<file path="src/rtl/gray_run_ctrl_pkg.sv">
// Shared definitions for the Gray-code run controller: FSM encoding,
// counter width and the binary-to-Gray helper.
`default_nettype none

package gray_run_ctrl_pkg;

  localparam int CNT_W = 3;

  typedef enum logic [1:0] {
    IDLE = 2'd0,
    RUN  = 2'd1,
    HOLD = 2'd2,
    DONE = 2'd3
  } state_t;

  function automatic logic [CNT_W-1:0] bin2gray(input logic [CNT_W-1:0] b);
    return b ^ (b >> 1);
  endfunction

endpackage

`default_nettype wire

</file>
<file path="src/rtl/gray_run_ctrl_core.sv">
// gray_core: 3-bit binary counter advanced by Step, presented as Gray code,
// with a Wrap pulse on the 7->0 step.
`default_nettype none

module gray_core
  import gray_run_ctrl_pkg::*;
(
  input  logic             Clk,
  input  logic             Reset,
  input  logic             Step,
  output logic [CNT_W-1:0] Output,
  output logic             Wrap
);

  logic [CNT_W-1:0] cnt_q;
  logic [CNT_W-1:0] cnt_d;

  assign cnt_d = Step ? cnt_q + 1'b1 : cnt_q;

  always_ff @(posedge Clk or posedge Reset) begin
    if (Reset) begin
      cnt_q <= '0;
    end else begin
      cnt_q <= cnt_d;
    end
  end

  // Output decodes the register alone so it only ever toggles one bit per step.
  assign Output = bin2gray(cnt_q);
  assign Wrap   = Step && (cnt_q == '1);

endmodule

`default_nettype wire

</file>
<file path="src/rtl/gray_run_ctrl.sv">
// gray_run_ctrl: runs a Gray counter for Len steps with pause/abort control,
// a one-cycle Done pulse and a sticky wrap flag.
`default_nettype none

module gray_run_ctrl
  import gray_run_ctrl_pkg::*;
#(
  parameter int LEN_W = 4
) (
  input  logic             Clk,
  input  logic             Reset,
  input  logic             Start,
  input  logic [LEN_W-1:0] Len,
  input  logic             Pause,
  input  logic             Abort,
  output logic             Busy,
  output logic             Done,
  output logic [LEN_W-1:0] Remaining,
  output logic [CNT_W-1:0] Output,
  output logic             Overflow
);

  state_t           state_q, state_d;
  logic [LEN_W-1:0] rem_q, rem_d;
  logic             ovf_q, ovf_d;
  logic             step;
  logic             wrap;

  gray_core u_core (
    .Clk    (Clk),
    .Reset  (Reset),
    .Step   (step),
    .Output (Output),
    .Wrap   (wrap)
  );

  always_ff @(posedge Clk or posedge Reset) begin
    if (Reset) begin
      state_q <= IDLE;
      rem_q   <= '0;
      ovf_q   <= 1'b0;
    end else begin
      state_q <= state_d;
      rem_q   <= rem_d;
      ovf_q   <= ovf_d;
    end
  end

  always_comb begin
    state_d = state_q;
    rem_d   = rem_q;
    ovf_d   = ovf_q | wrap;
    step    = 1'b0;
    unique case (state_q)
      IDLE: begin
        if (Start) begin
          ovf_d = 1'b0;
          if (Len != '0) begin
            state_d = RUN;
            rem_d   = Len;
          end else begin
            state_d = DONE;
          end
        end
      end
      RUN: begin
        if (Abort) begin
          state_d = IDLE;
          rem_d   = '0;
        end else if (Pause) begin
          state_d = HOLD;
        end else begin
          step  = 1'b1;
          rem_d = rem_q - 1'b1;
          if (rem_q == LEN_W'(1)) begin
            state_d = DONE;
          end
        end
      end
      HOLD: begin
        // Leaving HOLD costs one bubble edge; stepping resumes from RUN.
        if (Abort) begin
          state_d = IDLE;
          rem_d   = '0;
        end else if (!Pause) begin
          state_d = RUN;
        end
      end
      DONE: begin
        state_d = IDLE;
      end
      default: begin
        state_d = IDLE;
      end
    endcase
  end

  assign Busy      = (state_q == RUN) || (state_q == HOLD);
  assign Done      = (state_q == DONE);
  assign Remaining = rem_q;
  assign Overflow  = ovf_q;

endmodule

`default_nettype wire
</file>
<file path="config.mk">
export PLATFORM = sky130hd
export DESIGN_NAME = gray_run_ctrl
export DESIGN_NICKNAME = d
export VERILOG_FILES = /design/src/rtl/gray_run_ctrl_pkg.sv /design/src/rtl/gray_run_ctrl_core.sv /design/src/rtl/gray_run_ctrl.sv
export SDC_FILE = /design/constraint.sdc
export NUM_CORES = 1
export LEC_CHECK = 0
export ABC_AREA = 1
export CAP_MARGIN = 10
export CORE_UTILIZATION = 52
export CTS_CLUSTER_SIZE = 25
export DETAILED_ROUTE_END_ITERATION = 8
export HOLD_SLACK_MARGIN = 0.1
export PLACE_DENSITY_LB_ADDON = 0.25
export SYNTH_ARGS = -nofsm -noshare
export SYNTH_HDL_FRONTEND = slang
export SYNTH_HIERARCHICAL = 1
export SYNTH_SLANG_ARGS = --single-unit
</file>
<file path="constraint.sdc">
create_clock -name Clk -period 3.01 [get_ports Clk]
set_clock_uncertainty 0.2 [all_clocks]
set_input_delay 0.301 -clock Clk [delete_from_list [all_inputs] [get_ports Clk]]
set_output_delay 0.301 -clock Clk [all_outputs]
set_load 0.02 [all_outputs]
</file>
==> images/power_grid.png <==
Bar = 10 um. Pins as bars on the die edge. Tap cells in gray.
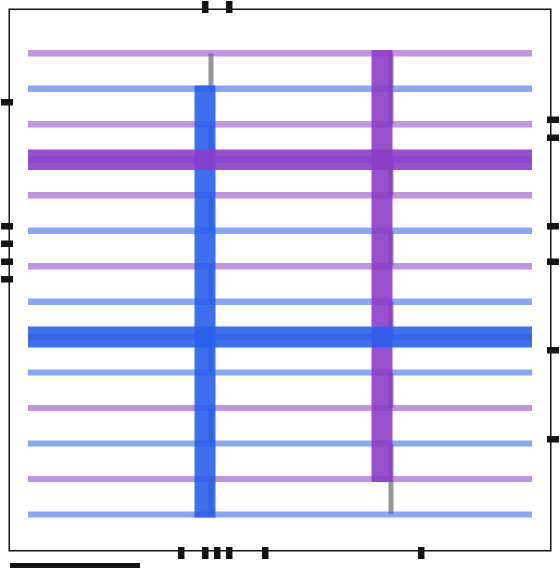
| color | net |
|---|---|
| blue | VSS |
| purple | VDD |
met1 rails: 14
met4 straps: 2
tap cells: 15
die extent in x: 41.40 um
Core ar.: 1366 sq um

==> images/placement_by_type.png <==
Bar = 10 um.
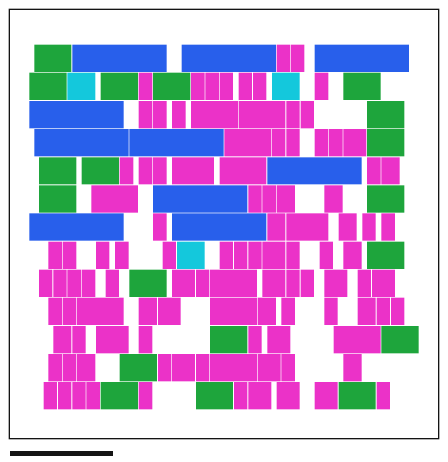
| color | class | cells | share of their area |
|---|---|---|---|
| cyan | clock drivers | 3 | 2.2% |
| blue | sequential cells | 10 | 25% |
| green | remaining buffers and delay cells | 19 | 19% |
| magenta | combinational and other logic | 105 | 54% |
cell area after layout: 1031 sq um
sequential cell area share: 24.27%
Core Rows: 13
Core Util, Final: 75.46%

==> results.json <==
{
  "synthesis.area_sq_um": 807.0,
  "overflow": 0,
  "dp_cells": 148,
  "clk_latency_ps": 270,
  "nNetsFinal": 157,
  "clk_pin_slew_ps": 60,
  "setup_slack_ps": 715.2,
  "leakagePower_uw": 0.0005711,
  "ant_nets": 0,
  "finalMaxSlewViolations": 0,
  "hp-class": "flop to flop",
  "drt-total-wl_um": 1772,
  "holdWs_ps": 312.5,
  "synth_warnings": 6,
  "dr.pass1.iters": 4,
  "floorplan.nets": 134,
  "p_sw_uw": 541.4,
  "critPathCaptureType": "output port",
  "required_ps": 2510,
  "synthTopCellsByCount": "40 x nand2_1, 19 x inv_1, 10 x dfrtp_1",
  "cts_resized": 0,
  "drcViolationCount": 0,
  "synth.avg_cell_area_sq_um": 6.957,
  "cts_tree": "yes",
  "use_met2_pct": 44.53,
  "maxCapViolCount": 0,
  "dp_hpwl_um": 1471,
  "critPathMaxFanout": 5,
  "max_slew_margin_pct": 82.35,
  "post_cts_buffers": 0,
  "htreeDepth": 1,
  "p_int_uw": 539.6,
  "stdcell_count": 152,
  "rr_startpoint": "state_q[0]",
  "rsz0062_at_grt": "false",
  "ys_cells": 116,
  "worstPathArrival_ps": 1790,
  "power.share.clock_pct": 8.6,
  "post-place-ws_ps": 1003,
  "viasPerCell": 4.868,
  "track_usage_pct": 25.14,
  "status": "finished, final reports clean",
  "grt_max_degree": 8,
  "finalClockPeriodUsage_pct": 76.24,
  "top_cell_area_share_pct": 31.01,
  "cts_sinks": 10,
  "warning_count": 31,
  "synth-edff-count": 0,
  "critical_path_class": "flop to output port",
  "antenna-diode-count": 0,
  "startpoint": "state_q[0]",
  "grt_util_met3_pct": 8.511,
  "hold_violations": 0,
  "io_buffers": 18,
  "worst_setup_path_start_kind": "flop",
  "ys_seq_share_pct": 31.01,
  "cts_buffers": 3,
  "yosys_area_sq_um": 807.0,
  "met1_usage_pct": 26.73,
  "max_freq_mhz": 435.8,
  "numSynthFlops": 10,
  "p_per_area_nw_per_um2": 1049,
  "ys_types": 19,
  "async_reset_ff_share_pct": 100.0,
  "grt-busiest-layer": "met2",
  "yosysTopAreaCell": "dfrtp_1",
  "layout-drive-gt1-share_pct": 14.60,
  "synthTopCellsByArea": "dfrtp_1 31%, nand2_1 19%, ha_1 14%, inv_1 8.8%, nand3_1 5.0%"
}
[flip-flops by register name, indices dropped and copies added (netlist names)]
signal and cells:
state_q 2, u_core/cnt_q 3, Overflow 1, Remaining 4
[power groups by stage]
stage | combinational (uW) | clock, uW | sequential (uW)
floorplan | 485 | 0 | 271
global placement | 709 | 0 | 253
detailed placement | 732 | 0 | 259
CTS | 738 | 95.5 | 258
global route | 814 | 105 | 266
finish | 731 | 92.6 | 258
[worst max-delay path, stage by stage, from the launching register on]
cell	delay [ps]
dfrtp_1	410
inv_1	110
ha_1	370
clkdlybuf4s50_1	640
[per-stage QoR]
stage          total power [uW]  util [%]
5_1_grt                    1185     75.46
3_3_place_gp              961.2     73.08
2_1_floorplan             756.7         -
3_5_place_dp              991.8     73.08
4_1_cts                    1091     75.46
6_report                   1081     75.46
[routing by layer]
layer / part of all wire, % / vias up
met5: 0 / -
li1: - / 398
met2: 48 / 19
met3: 5.8 / 4
met4: 1.9 / 0
met1: 44 / 319
[path summary, 6_finish.rpt]
path | end | slack, ps | cells after the start
setup / recovery | Busy | 720 | 3
hold / removal | u_core/cnt_q[0] | 310 | 2
setup reg to reg | Remaining[3] | 1250 | 9
hold reg to reg | u_core/cnt_q[0] | 310 | 2
max in group asynchronous | state_q[1] | 1760 | 3
min in group asynchronous | u_core/cnt_q[1] | 580 | 3
[logic make-up (layout without fill, tap and decap cells)]
| logic type | Yosys count | after routing | synth area share [%] |
|---|---|---|---|
| XOR/XNOR | 1 | 1 | 1.085 |
| AND/OR/NAND/NOR | 66 | 66 | 38.29 |
| AND-OR/OR-AND | 5 | 5 | 3.410 |
| buffers and inverters | 25 | 46 | 12.25 |
| adder cells (fa/ha/maj) | 9 | 9 | 13.95 |
| flip-flops | 10 | 10 | 31.01 |
[cell type report]
type | count | area [sq um]
multi-input cells | 81 | 457.9
fillers | 120 | 335.3
flip-flops and latches | 10 | 250.2
repair buffers | 19 | 190.2
inverters | 24 | 91.34
clock buffers | 3 | 22.52
well taps | 15 | 18.77
[cell usage in the layout (no fill, tap or decap)]
| master | count |
|---|---|
| nand2_1 | 40 |
| inv_1 | 19 |
| clkdlybuf4s50_1 | 18 |
| dfrtp_1 | 10 |
| ha_1 | 9 |
| nand3_1 | 8 |
| nand2_2 | 5 |
| inv_2 | 4 |
| nor2_2 | 4 |
| nor2_1 | 4 |
| clkbuf_4 | 3 |
| o21ai_1 | 2 |
| o22ai_1 | 2 |
| nand4_1 | 2 |
| clkinv_2 | 1 |
| nand2_4 | 1 |
| nand4_2 | 1 |
| nor2_4 | 1 |
| a21oi_1 | 1 |
| xnor2_1 | 1 |
| dlygate4sd3_1 | 1 |
[timing repair]
| action | in CTS | in global routing |
|---|---|---|
| hold buffers | 1 | 0 |
| endpoints found under the setup margin | 0 | 0 |
| hold endpoints to repair | 10 | 0 |
No activity file was given, so power comes from the tool's default toggle rates.
